**config.mk**
```make
export PLATFORM = sky130hd
export DESIGN_NAME = sreg_delay_line
export DESIGN_NICKNAME = d
export VERILOG_FILES = /design/src/rtl/sreg_pkg.sv /design/src/rtl/sreg_stage.sv /design/src/rtl/sreg_delay_line.sv
export SDC_FILE = /design/constraint.sdc
export NUM_CORES = 1
export LEC_CHECK = 0
export CORE_MARGIN = 5
export CORE_UTILIZATION = 53
export DETAILED_ROUTE_END_ITERATION = 8
export GPL_TIMING_DRIVEN = 0
export HOLD_SLACK_MARGIN = 0.1
export PLACE_DENSITY = 0.86
export SYNTH_ARGS = -nofsm -noshare
export SYNTH_HDL_FRONTEND = slang
export SYNTH_SLANG_ARGS = --single-unit
```
**constraint.sdc**
```tcl
create_clock -name clk -period 1.54 [get_ports clk]
set_input_delay 0.154 -clock clk [delete_from_list [all_inputs] [get_ports clk]]
set_output_delay 0.154 -clock clk [all_outputs]
set_load 0.01 [all_outputs]
```
**src/rtl/sreg_pkg.sv**
```systemverilog
// Shared defaults, counter type and tap-clamp helper for the programmable delay line.
package sreg_pkg;

  localparam int SREG_WIDTH_DEF = 8;
  localparam int SREG_DEPTH_DEF = 4;

  // Shift counter for the default depth: one extra bit so it can hold DEPTH itself.
  typedef logic [$clog2(SREG_DEPTH_DEF):0] sreg_cnt_def_t;

  function automatic int clamp_sel(input int sel, input int depth);
    if (sel > depth - 1) begin
      return depth - 1;
    end
    return sel;
  endfunction

endpackage

```
**src/rtl/sreg_stage.sv**
```systemverilog
// One delay-line stage: WIDTH data bits plus a valid bit, one cycle per enabled shift.
// Clear beats enable; with en low the stage simply holds.
module sreg_stage
  import sreg_pkg::*;
#(
  parameter int WIDTH = SREG_WIDTH_DEF
) (
  input  logic             clk,
  input  logic             reset,
  input  logic             clr,
  input  logic             en,
  input  logic [WIDTH:0]   d,
  output logic [WIDTH:0]   q
);

  logic [WIDTH:0] q_q;
  logic [WIDTH:0] q_d;

  always_comb begin
    q_d = q_q;
    if (clr) begin
      q_d = '0;
    end else if (en) begin
      q_d = d;
    end
  end

  always_ff @(posedge clk or negedge reset) begin
    if (!reset) begin
      q_q <= '0;
    end else begin
      q_q <= q_d;
    end
  end

  assign q = q_q;

endmodule

```
**src/rtl/sreg_delay_line.sv**
```systemverilog
// Programmable delay line: din reaches dout after sel_eff+1 enabled shifts; en low stalls the line.
// Optional SREG_TAPS_OUT_EN exposes every stage's data and valid bits.
module sreg_delay_line
  import sreg_pkg::*;
#(
  parameter int WIDTH = SREG_WIDTH_DEF,
  parameter int DEPTH = SREG_DEPTH_DEF,
  parameter int SELW  = $clog2(DEPTH)
) (
  input  logic                    clk,
  input  logic                    reset,
  input  logic                    en,
  input  logic                    clr,
  input  logic [WIDTH-1:0]        din,
  input  logic                    din_vld,
  input  logic [SELW-1:0]         dly_sel,
  output logic [WIDTH-1:0]        dout,
  output logic                    dout_vld,
  output logic                    primed,
  output logic [SELW:0]           shift_cnt
`ifdef SREG_TAPS_OUT_EN
  ,
  output logic [DEPTH*WIDTH-1:0]  taps,
  output logic [DEPTH-1:0]        taps_vld
`endif
);

  // Each stage word is {valid, data}.
  logic [WIDTH:0] stage_q [DEPTH];

  for (genvar k = 0; k < DEPTH; k++) begin : g_stage
    logic [WIDTH:0] stage_d;
    if (k == 0) begin : g_head
      assign stage_d = {din_vld, din};
    end else begin : g_body
      assign stage_d = stage_q[k-1];
    end

    sreg_stage #(.WIDTH(WIDTH)) u_stage (
      .clk   (clk),
      .reset (reset),
      .clr   (clr),
      .en    (en),
      .d     (stage_d),
      .q     (stage_q[k])
    );
  end

  logic [SELW:0] shift_cnt_q;
  logic [SELW:0] shift_cnt_d;

  always_comb begin
    shift_cnt_d = shift_cnt_q;
    if (clr) begin
      shift_cnt_d = '0;
    end else if (en && (shift_cnt_q != (SELW+1)'(DEPTH))) begin
      shift_cnt_d = shift_cnt_q + 1'b1;
    end
  end

  always_ff @(posedge clk or negedge reset) begin
    if (!reset) begin
      shift_cnt_q <= '0;
    end else begin
      shift_cnt_q <= shift_cnt_d;
    end
  end

  // Tap select clamps so a non-power-of-2 DEPTH never indexes past the last stage.
  logic [SELW-1:0] sel_eff;
  assign sel_eff   = SELW'(clamp_sel(int'(dly_sel), DEPTH));

  assign dout      = stage_q[sel_eff][WIDTH-1:0];
  assign dout_vld  = stage_q[sel_eff][WIDTH];
  assign primed    = shift_cnt_q > {1'b0, sel_eff};
  assign shift_cnt = shift_cnt_q;

`ifdef SREG_TAPS_OUT_EN
  for (genvar k = 0; k < DEPTH; k++) begin : g_taps
    assign taps[k*WIDTH +: WIDTH] = stage_q[k][WIDTH-1:0];
    assign taps_vld[k]            = stage_q[k][WIDTH];
  end
`else
  // Stage contents stay internal; only the selected tap is visible.
`endif

endmodule

```
Fig. 1: run 1, power grid
The bar under the picture is 20 um long. Pins as bars on the die edge. Tap cells in grey.
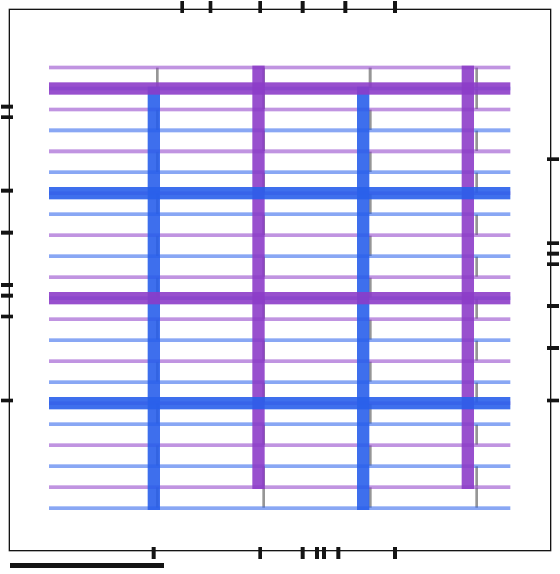
legend:
  blue:
    net: VSS
  purple:
    net: VDD
met1 rails: 22
met4 straps: 4
tap cells: 46
met5 straps: 4
signal pins: 28

Fig. 2: run 1, cell classes on the final placement
The bar under the picture is 20 um long.
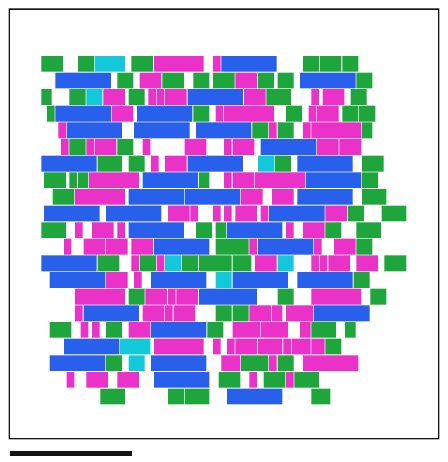
legend:
  cyan:
    class: clock drivers and dummy loads
    cells: 8
    share_of_their_area: 2.8%
  green:
    class: remaining buffers and delay cells
    cells: 76
    share_of_their_area: 25%
  magenta:
    class: combinational and other logic
    cells: 100
    share_of_their_area: 34%
  blue:
    class: sequential cells
    cells: 39
    share_of_their_area: 38%

Fig. 3: run 1, clock distribution
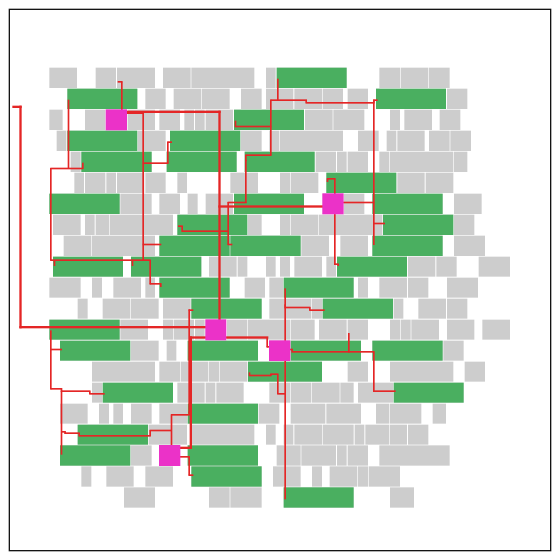
legend:
  red:
    item: clock wires
    length: 444 um
  green:
    item: flip-flops
    count: 39
  magenta:
    item: clock drivers
    count: 5
routed clock nets: 6
clock power share: 29.3%
Clock Power: 601 uW

==> results_slide.txt, run 1 <==
Flow Results at a Glance

Clock tree
  – CTS buffer count: 5
  – Clock buffer depth: 2
  – Root Buffer Master: clkbuf_4
  – Late-Pin Clk Latency: 0.35 ns
  – Clock transition at path regs: 0.11 ns
  – CTS H-tree depth: 2

Die
  – Die outline width: 70 um
  – Die area: 4900 um^2
  – Die height: 70 um
  – Rows: 21
  – I/O pin cnt: 28
  – Core Util at FP: 55.9%

Final layout
  – Net count, final: 241
  – Final Core Density: between 70% and 80%
  – P&R area growth vs syn: 36.6%
  – Logic area: 847 um^2
  – Layout cells sized above 1: a little over a third
  – Finished layout cell area: 2610 um^2
  – Antenna Cells: 0
  – Flop area: 977 um^2
  – Top cells excl fill/tap: buf_4 (40), nor2_1 (38), dfrtp_1 (38)
  – Top cell excl fill/tap: buf_4

Place
  – Hpwl dp: 2.74 mm
  – Dpl cell area: between 2000 and 2500 um^2
  – Place WS: -0.470 ns
  – Placed insts: 220
  – Placer Congestion: roughly 0.75
  – I/O Buffers: 25

Status
  – Status: finished with violations
  – Violations in the final reports: setup timing

Final timing
  – Final Hold Viols: 0
  – RSZ-0062 raised after global routing: true
  – Worst Skew: about 0.013 ns
  – Setup TNS Final: -0.0756 ns
  – Fin Hold WS: 0.207 ns
  – Pins Over Slew Limit: 0
  – Post-route setup slack: -0.0597 ns
  – Rel. slew slack: approximately 43%
  – Max Fclk: between 0.6 and 0.7 GHz
  – Tcrit/Tclk final: 104%
  – Worst-Margin Slew: between 0.8 and 0.9 ns
  – Final setup viols: 2

Global route
  – M3 GR Usage: 5.88%
  – Tot GR Track Use: 19.6%
  – Initial antenna violation count: 0
  – Largest net degree at the start of global routing: 40
  – Grt peak-use layer: met2
  – First-pass GRT wire length: 7.37 mm
  – Met2 GRT Util: 31.7%

Routing
  – Via count: 1431
  – ANT nets after route: 0
  – Post-route DRC violation count: 0
  – Detailed router's first-iteration violation count: 111
  – Post-DR vias/cell: 5.32
  – Total routed wirelength: about 4.5 mm
  – Drt pass-1 iters: 4

Synthesis
  – Seq cells post-synth: 39
  – Adder share: under 10%
  – Synth Net Count: 168
  – Post-Synth Simple-Gate Area: under 10%
  – Seq/Total Area, Yosys: between 50% and 60%
  – XORs/XNORs by Area: less than 1%
  – YS warnings: 0
  – Synth cell types: 20
  – Mapped Cells: between 100 and 150
  – Mapped cell area: 1910 um^2
  – Syn Area/Cell: between 10 and 15 um^2
  – Main logic family: multiplexers
  – Synthesized chip area reported by yosys: 1910 um^2
  – Post-synth mux share: 30.0%
  – Yosys cell count: 149

Power and ir drop
  – Max IR drop VDD: 0.779 mV
  – Static Leak: 1.38 nW
  – Overall power: 2.05 mW

Run
  – Tool warning count: 29
  – MaxCap Viol Count: 0

Worst setup path
  – Crit Path Category: reg -> out
  – Critical Path Source: shift_cnt[1]
  – Arrival @ worst endpoint: 1.45 ns
  – CP endpoint kind: output pin
  – Worst-path maximum fanout: 2
  – Critical R2R Launch: shift_cnt[1]
  – WP data required: around 1.4 ns

Hold path
  – Hold_sp: clr
==> run 1: synthesized netlist by cell type <==
| master | instances | share of area (%) |
|---|---|---|
| o21ai_0 | 1 | 0.26 |
| clkbuf_1 | 2 | 0.39 |
| a21oi_1 | 1 | 0.26 |
| buf_2 | 2 | 0.52 |
| buf_4 | 1 | 0.39 |
| buf_8 | 2 | 1.6 |
| nor2b_1 | 1 | 0.33 |
| xnor2_1 | 1 | 0.46 |
| ha_1 | 4 | 2.6 |
| mux2i_1 | 37 | 19 |
| buf_6 | 3 | 1.8 |
| nor3_2 | 1 | 0.52 |
| nand2_1 | 1 | 0.20 |
| dfrtp_1 | 39 | 51 |
| nand2b_1 | 1 | 0.33 |
| inv_1 | 3 | 0.59 |
| nor2_1 | 38 | 7.5 |
| and4b_1 | 1 | 0.52 |
| mux4_2 | 9 | 11 |
| a21boi_2 | 1 | 0.59 |
==> run 1: layer usage <==
layer	up-vias	share of wire, %
li1	666	-
met1	720	41
met2	36	52
met3	9	5.0
met4	0	2.1
met5	-	0
==> run 1: final timing paths <==
check	to	slack (ns)	depth (start not counted)
worst min-delay path	g_stage[1].u_stage.q[8]	0.21	2
min in group asynchronous	g_stage[2].u_stage.q[2]	0.44	2
worst max register to register	shift_cnt[1]	0.10	7
worst min register to register	g_stage[3].u_stage.q[7]	0.55	2
worst max-delay path	primed	-0.06	5
max in group asynchronous	shift_cnt[2]	0.50	2
==> run 1: kinds of logic (layout without fill, tap and decap cells) <==
family / after synthesis / count (layout)
AND-OR/OR-AND: 3 / 3
XOR/XNOR: 1 / 1
adder cells (fa/ha/maj): 4 / 4
buffers and inverters: 13 / 87
flip-flops: 39 / 39
multiplexers: 46 / 46
AND/OR/NAND/NOR: 43 / 43
==> run 1: power breakdown <==
group | internal (mW) | switching [mW] | leakage [nW]
Combinational | 0.203 | 0.174 | 0.805
Sequential | 1.06 | 0.0203 | 0.533
Clock | 0.267 | 0.334 | 0.0375
Total | 1.53 | 0.528 | 1.38
==> run 1: worst max-delay path, cell delays in order (launching register included) <==
cell and delay [ns]:
dfrtp_1 0.42, ha_4 0.22, nor2b_2 0.14, o21ai_1 0.12, nand2b_1 0.06, buf_2 0.14
==> run 1: registers in the layout, summed over array words and instances, names as in the netlist <==
register and count:
g_stage.u_stage.q 36, shift_cnt 3
==> run 1: final cells by class <==
type                            instances  area share (%)
Timing Repair Buffer                   66            21.2
Tap cell                               46            2.21
Clock inverter                          1           0.288
Buffer                                 10            3.41
Sequential cell                        39            37.5
Inverter                                3           0.432
Clock buffer                            7            2.50
Multi-Input combinational cell         97            32.5
==> run 1: timing repair <==
| action | 4_1_cts | 5_1_grt |
|---|---|---|
| hold buffers | 2 | 0 |
| setup endpoints to repair | 10 | 12 |
| hold endpoints to repair | 40 | 0 |
| pin swaps | 0 | 2 |
| resized | 45 | 9 |
| setup buffers | 23 | 16 |
--- run 2 (diff from run 1) ---
CAP_MARGIN = 15   (was default)
CTS_CLUSTER_DIAMETER = 120   (was default)
Fig. 4: run 2, power grid
The bar under the picture is 20 um long. Pins as bars on the die edge. Tap cells in grey.
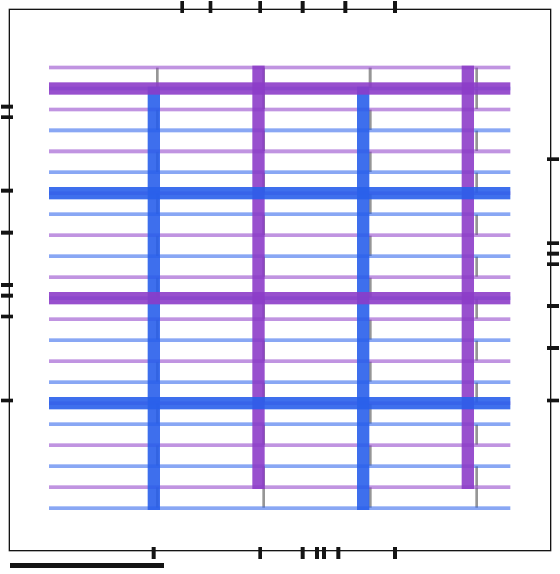
legend:
  blue:
    net: VSS
  purple:
    net: VDD
met4 straps: 4
met5 straps: 4
signal pins: 28
tap cells: 46
die height: 70 um
Max IR drop VDD: 0.779 mV
core area: 3420 um^2
die outline width: 70 um

==> results_slide.txt, run 2 <==
Flow Results at a Glance

Final layout
  – Top cell excl fill/tap: buf_4
  – Antenna Cells: 0
  – P&R area growth vs syn: 36.6%
  – Top cells excl fill/tap: buf_4 (40), nor2_1 (38), dfrtp_1 (38)
  – Logic area: 847 um^2
  – Net count, final: approximately 240
  – Layout cells sized above 1: between 30% and 40%
  – Flop area: about 980 um^2

Die
  – I/O pin cnt: 28
  – Die area: 4900 um^2
  – Core Util at FP: 55.9%
  – Rows: 21

Place
  – I/O Buffers: 25
  – Placer Congestion: between 0.7 and 0.8
  – Hpwl dp: 2.74 mm

Worst setup path
  – Arrival @ worst endpoint: between 1 and 1.5 ns
  – CP endpoint: primed
  – Reg2reg end: shift_cnt[1]
  – WP data required: 1.39 ns
  – FF-to-FF path depth: 7
  – Worst-path maximum fanout: 2
  – Reg2reg setup slack: 0.10 ns
  – Crit Path Category: reg -> out
  – Critical Path Source: shift_cnt[1]
  – Critical R2R Launch: shift_cnt[1]
  – CP endpoint kind: output pin

Routing
  – Drt pass-1 iters: 4
  – Via count: about 1400
  – Total routed wirelength: between 4 and 5 mm
  – Detailed router's first-iteration violation count: 111
  – Post-route DRC violation count: 0
  – ANT nets after route: 0

Synthesis
  – Synthesized chip area reported by yosys: about 1900 um^2
  – Mapped cell area: 1910 um^2
  – Yosys cell count: 149
  – Synth area leader: dfrtp_1
  – YS warnings: 0
  – Synth Net Count: 168
  – Commonest cells in the netlist: dfrtp_1 (39), nor2_1 (38), mux2i_1 (37), mux4_2 (9), ha_1 (4)
  – Number of enable flip-flop cells: 0
  – Most common cell in the netlist: dfrtp_1
  – Top area contributor share: 51.1%
  – Top cells by area: dfrtp_1 (51%), mux2i_1 (19%), mux4_2 (11%), nor2_1 (7.5%), ha_1 (2.6%)
  – Asr flop ratio synth: 100%
  – Syn Area/Cell: 12.8 um^2

Final timing
  – Pins Over Slew Limit: 0
  – Rel. slew slack: a little over two fifths
  – Post-route setup slack: -0.0597 ns
  – Worst Skew: around 0.013 ns
  – Worst-Margin Slew: 0.852 ns
  – Final setup viols: 2
  – Max Fclk: 0.625 GHz
  – RSZ-0062 raised after global routing: true
  – Tcrit/Tclk final: 104%
  – Final Hold Viols: 0

Power and ir drop
  – Overall power: 2.05 mW
  – Static Leak: roughly 1.4 nW

Global route
  – GRT overflow: 0
  – First-pass GRT wire length: 7.37 mm
  – Tot GR Track Use: 19.6%
  – Initial antenna violation count: 0

Run
  – Tool warning count: 29
  – MaxCap Viol Count: 0

Status
  – Status: finished with violations
  – Violations in the final reports: setup timing

Clock tree
  – CTS buffer count: 5
  – Clock transition at path regs: approximately 0.11 ns
  – Late-Pin Clk Latency: 0.35 ns
  – Root Buffer Master: clkbuf_4
  – CTS H-tree depth: 2
[run 2: cell counts after synthesis]
Identical to the previous run, type by type.
[run 2: worst min-delay path by stage]
stage,from,end,cells after the start
final,clr,g_stage[1].u_stage.q[8],2
after global routing,clr,g_stage[0].u_stage.q[8],2
after CTS,clr,g_stage[1].u_stage.q[8],2
after detailed placement,reset,g_stage[0].u_stage.q[6],1
after global placement,clr,g_stage[3].u_stage.q[1],2
after floorplan,reset,g_stage[0].u_stage.q[0],0
[run 2: layer usage]
layer / global-route usage, % / vias up / share of wire, %
met1: 24.3 / 720 / 41
met2: 31.7 / 36 / 52
li1: - / 666 / -
met4: 8.30 / 0 / 2.1
met3: 5.88 / 9 / 5.0
met5: 0 / - / 0
[run 2: critical path, cell delays in order (launching register included)]
cell and delay (ns):
dfrtp_1 0.42, ha_4 0.22, nor2b_2 0.14, o21ai_1 0.12, nand2b_1 0.06, buf_2 0.14
[run 2: what timing repair did]
item	in CTS	in global routing
hold buffers	2	0
pin swaps	0	2
resized	45	9
setup endpoints to repair	10	12
endpoints found under the hold margin	40	0
buffers inserted	23	16
[run 2: area by class of cell]
class,count,area share [%]
Clock inverter,1,0.288
Multi-Input combinational cell,97,32.5
Timing Repair Buffer,66,21.2
Inverter,3,0.432
Clock buffer,7,2.50
Buffer,10,3.41
Tap cell,46,2.21
Sequential cell,39,37.5
[run 2: logic make-up (layout without fill, tap and decap cells)]
group | Yosys count | after routing | synth area share [%]
flip-flops | 39 | 39 | 51.1
multiplexers | 46 | 46 | 30.0
adder cells (fa/ha/maj) | 4 | 4 | 2.62
AND-OR/OR-AND | 3 | 3 | 1.11
AND/OR/NAND/NOR | 43 | 43 | 9.38
XOR/XNOR | 1 | 1 | 0.459
buffers and inverters | 13 | 87 | 5.25
[run 2: power by group]
group	switching (mW)	total, mW	internal (mW)
clock network	0.334	0.601	0.267
logic	0.174	0.376	0.203
registers	0.0203	1.08	1.06
total	0.528	2.05	1.53
[run 2: through the flow]
step / instance area (um^2) / hold slack [ns]
floorplan: 1910 / -0.142
global placement: 2220 / 0.485
detailed placement: 2210 / 0.305
CTS: 2440 / 0.195
global route: 2610 / 0.196
finish: 2610 / 0.207
Fig. 5: run 2, wiring by layer
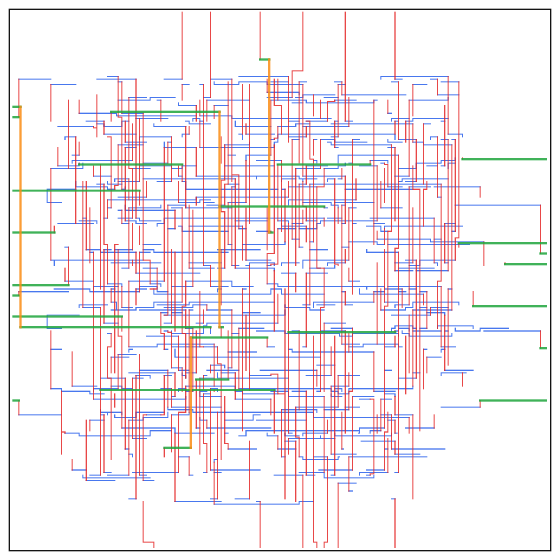

--- run 3 (diff from run 2) ---
SLEW_MARGIN = 20   (was default)
Fig. 6: run 3, wiring by layer
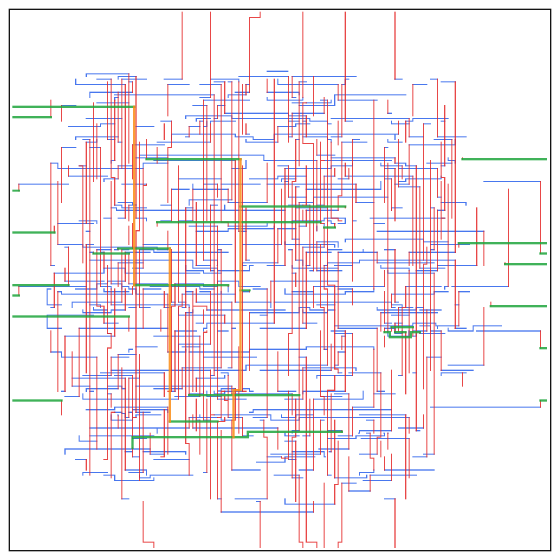
legend:
  red:
    layer: metal 2
    wire_length: 2420 um
  green:
    layer: metal 3
    wire_length: 225 um
  orange:
    layer: metal 4
    wire_length: 82.5 um
  blue:
    layer: metal 1
    wire_length: 1910 um
Tot GR Track Use: 20.0%
via count: 1424
Wirelength per Cell: 17.2 um

==> results_slide.txt, run 3 <==
Flow Results at a Glance

Synthesis
  – Number of enable flip-flop cells: 0
  – Synthesized chip area reported by yosys: 1910 um^2
  – Synth area leader: dfrtp_1
  – Top cells by area: dfrtp_1 (51%), mux2i_1 (19%), mux4_2 (11%), nor2_1 (7.5%), ha_1 (2.6%)
  – Mapped cell area: ~1900 um^2
  – Syn Area/Cell: between 10 and 15 um^2
  – Yosys cell count: 149
  – Seq cells post-synth: 39
  – Seq/Total Area, Yosys: 51.1%
  – Commonest cells in the netlist: dfrtp_1 (39), nor2_1 (38), mux2i_1 (37), mux4_2 (9), ha_1 (4)
  – Commonest flop: dfrtp_1
  – Mapped Cells: 149
  – Synth Net Count: approximately 170

Final layout
  – Net count, final: around 240
  – Max reg flops: 36
  – Layout cells sized above 1: 35.4%

Final timing
  – Tcrit/Tclk final: 103%
  – Fin Hold WS: 0.218 ns
  – Post-route setup slack: -0.0457 ns
  – Final setup viols: 3
  – Worst Skew: 0.00838 ns
  – Max Fclk: 0.631 GHz
  – Final Hold Viols: 0

Run
  – Tool warning count: 29

Global route
  – Initial antenna violation count: 0
  – Largest net degree at the start of global routing: 23

Clock tree
  – CTS buffer count: 5
  – Clock transition at path regs: 0.11 ns

Die
  – Die height: 70 um
  – Die area: just under 5000 um^2
  – Die outline width: 70 um
  – I/O pin cnt: 28
  – Rows: 21

Worst setup path
  – Arrival @ worst endpoint: roughly 1.4 ns
  – CP max-delay cell: dfrtp_1
  – CP endpoint kind: output pin
  – CP max stage delay: 0.43 ns
  – WP data required: 1.39 ns

Power and ir drop
  – Max IR drop VDD: between 0.7 and 0.8 mV
  – Clock power share: a little over a quarter
  – Net Sw Frac: 27.3%
  – Overall power: 1.98 mW
  – Pint: roughly 1.4 mW
  – Static Leak: roughly 1.4 nW
  – Combinational share of power: between 10% and 20%

Routing
  – Detailed router's first-iteration violation count: 113
  – ANT nets after route: 0

Place
  – I/O Buffers: 25
  – Hpwl dp: 2.81 mm

Status
  – Status: finished with violations
  – Violations in the final reports: setup timing
[run 3: cell types whose count changed in the layout (fill, tap and decap cells not counted), sizes merged]
cell | before | now
clkinv | 0 | 1
dlygate4sd2 | 2 | 3
dlymetal6s2s | 1 | 0
clkbuf | 9 | 8
[run 3: critical path: cells and delay by family, from the launching register on]
kind	cells	cell delay [ns]
AOI/OAI and AO/OA	1	0.12
adders and majority gates	1	0.22
buffers and inverters	1	0.14
and+or+nand+nor	2	0.18
DFF	1	0.43
[run 3: timing repair]
action / CTS / global route
pin swaps: 0 / 2
setup endpoints to repair: 10 / 11
endpoints found under the hold margin: 44 / 0
setup buffers: 26 / 12
gates cloned: 0 / 0
resized: 47 / 6
hold buffers: 2 / 0
[run 3: through the flow]
stage	cells	setup slack [ns]	utilization, %	setup TNS, ns	instance area [um^2]
floorplan	149	0.290	-	0	1910
finish	269	-0.0457	76.0	-0.0635	2600
detailed placement	221	-0.471	65.5	-2.77	2240
global placement	220	-0.495	64.9	-21.87	2220
global route	269	-0.148	76.0	-0.485	2600
CTS	257	-0.106	72.4	-0.162	2470
[run 3: path summary, 6_finish.rpt]
path / slack (ns) / start / to
min reg2reg: 0.55 / g_stage[3].u_stage.q[8] / g_stage[3].u_stage.q[8]
max reg2reg: 0.13 / shift_cnt[1] / shift_cnt[1]
min: 0.22 / clr / g_stage[1].u_stage.q[8]
min in group asynchronous: 0.26 / reset / g_stage[2].u_stage.q[6]
max: -0.05 / shift_cnt[1] / primed
max in group asynchronous: 0.80 / reset / shift_cnt[2]
[run 3: cell families (layout without fill, tap and decap cells)]
| family | Yosys count | after routing | share of synthesized area [%] |
|---|---|---|---|
| xor+xnor | 1 | 1 | 0.459 |
| simple gates | 43 | 43 | 9.38 |
| buf+inv | 13 | 87 | 5.25 |
| mux | 46 | 46 | 30.0 |
| flops | 39 | 39 | 51.1 |
| compound gates | 3 | 3 | 1.11 |
| fa+ha+maj | 4 | 4 | 2.62 |
[run 3: final cells by class]
cell class / instances / area, um^2
inverters: 3 / 11.3
clock buffers: 6 / 41.3
plain buffers: 10 / 88.8
multi-input cells: 97 / 847
well taps: 46 / 57.6
fillers: 230 / 818
flip-flops and latches: 39 / 977
clock inverters: 2 / 12.5
repair buffers: 66 / 562
[run 3: metal layers]
metal / wire length (um) / share of wire (%) / global-route usage [%]
met5: 0 / 0 / 0
met4: 82 / 1.8 / 7.23
met3: 224 / 4.8 / 5.74
met2: 2420 / 52 / 33.9
met1: 1910 / 41 / 24.2
[run 3: power by group through the flow]
stage          combinational (mW)  clock, mW  sequential (mW)
3_3_place_gp                0.297          0             1.10
2_1_floorplan               0.176          0             1.10
5_1_grt                     0.415      0.582             1.08
4_1_cts                     0.357      0.539             1.07
6_report                    0.381      0.522             1.07
3_5_place_dp                0.314          0             1.10
Power is estimated from default activity; no workload was simulated.
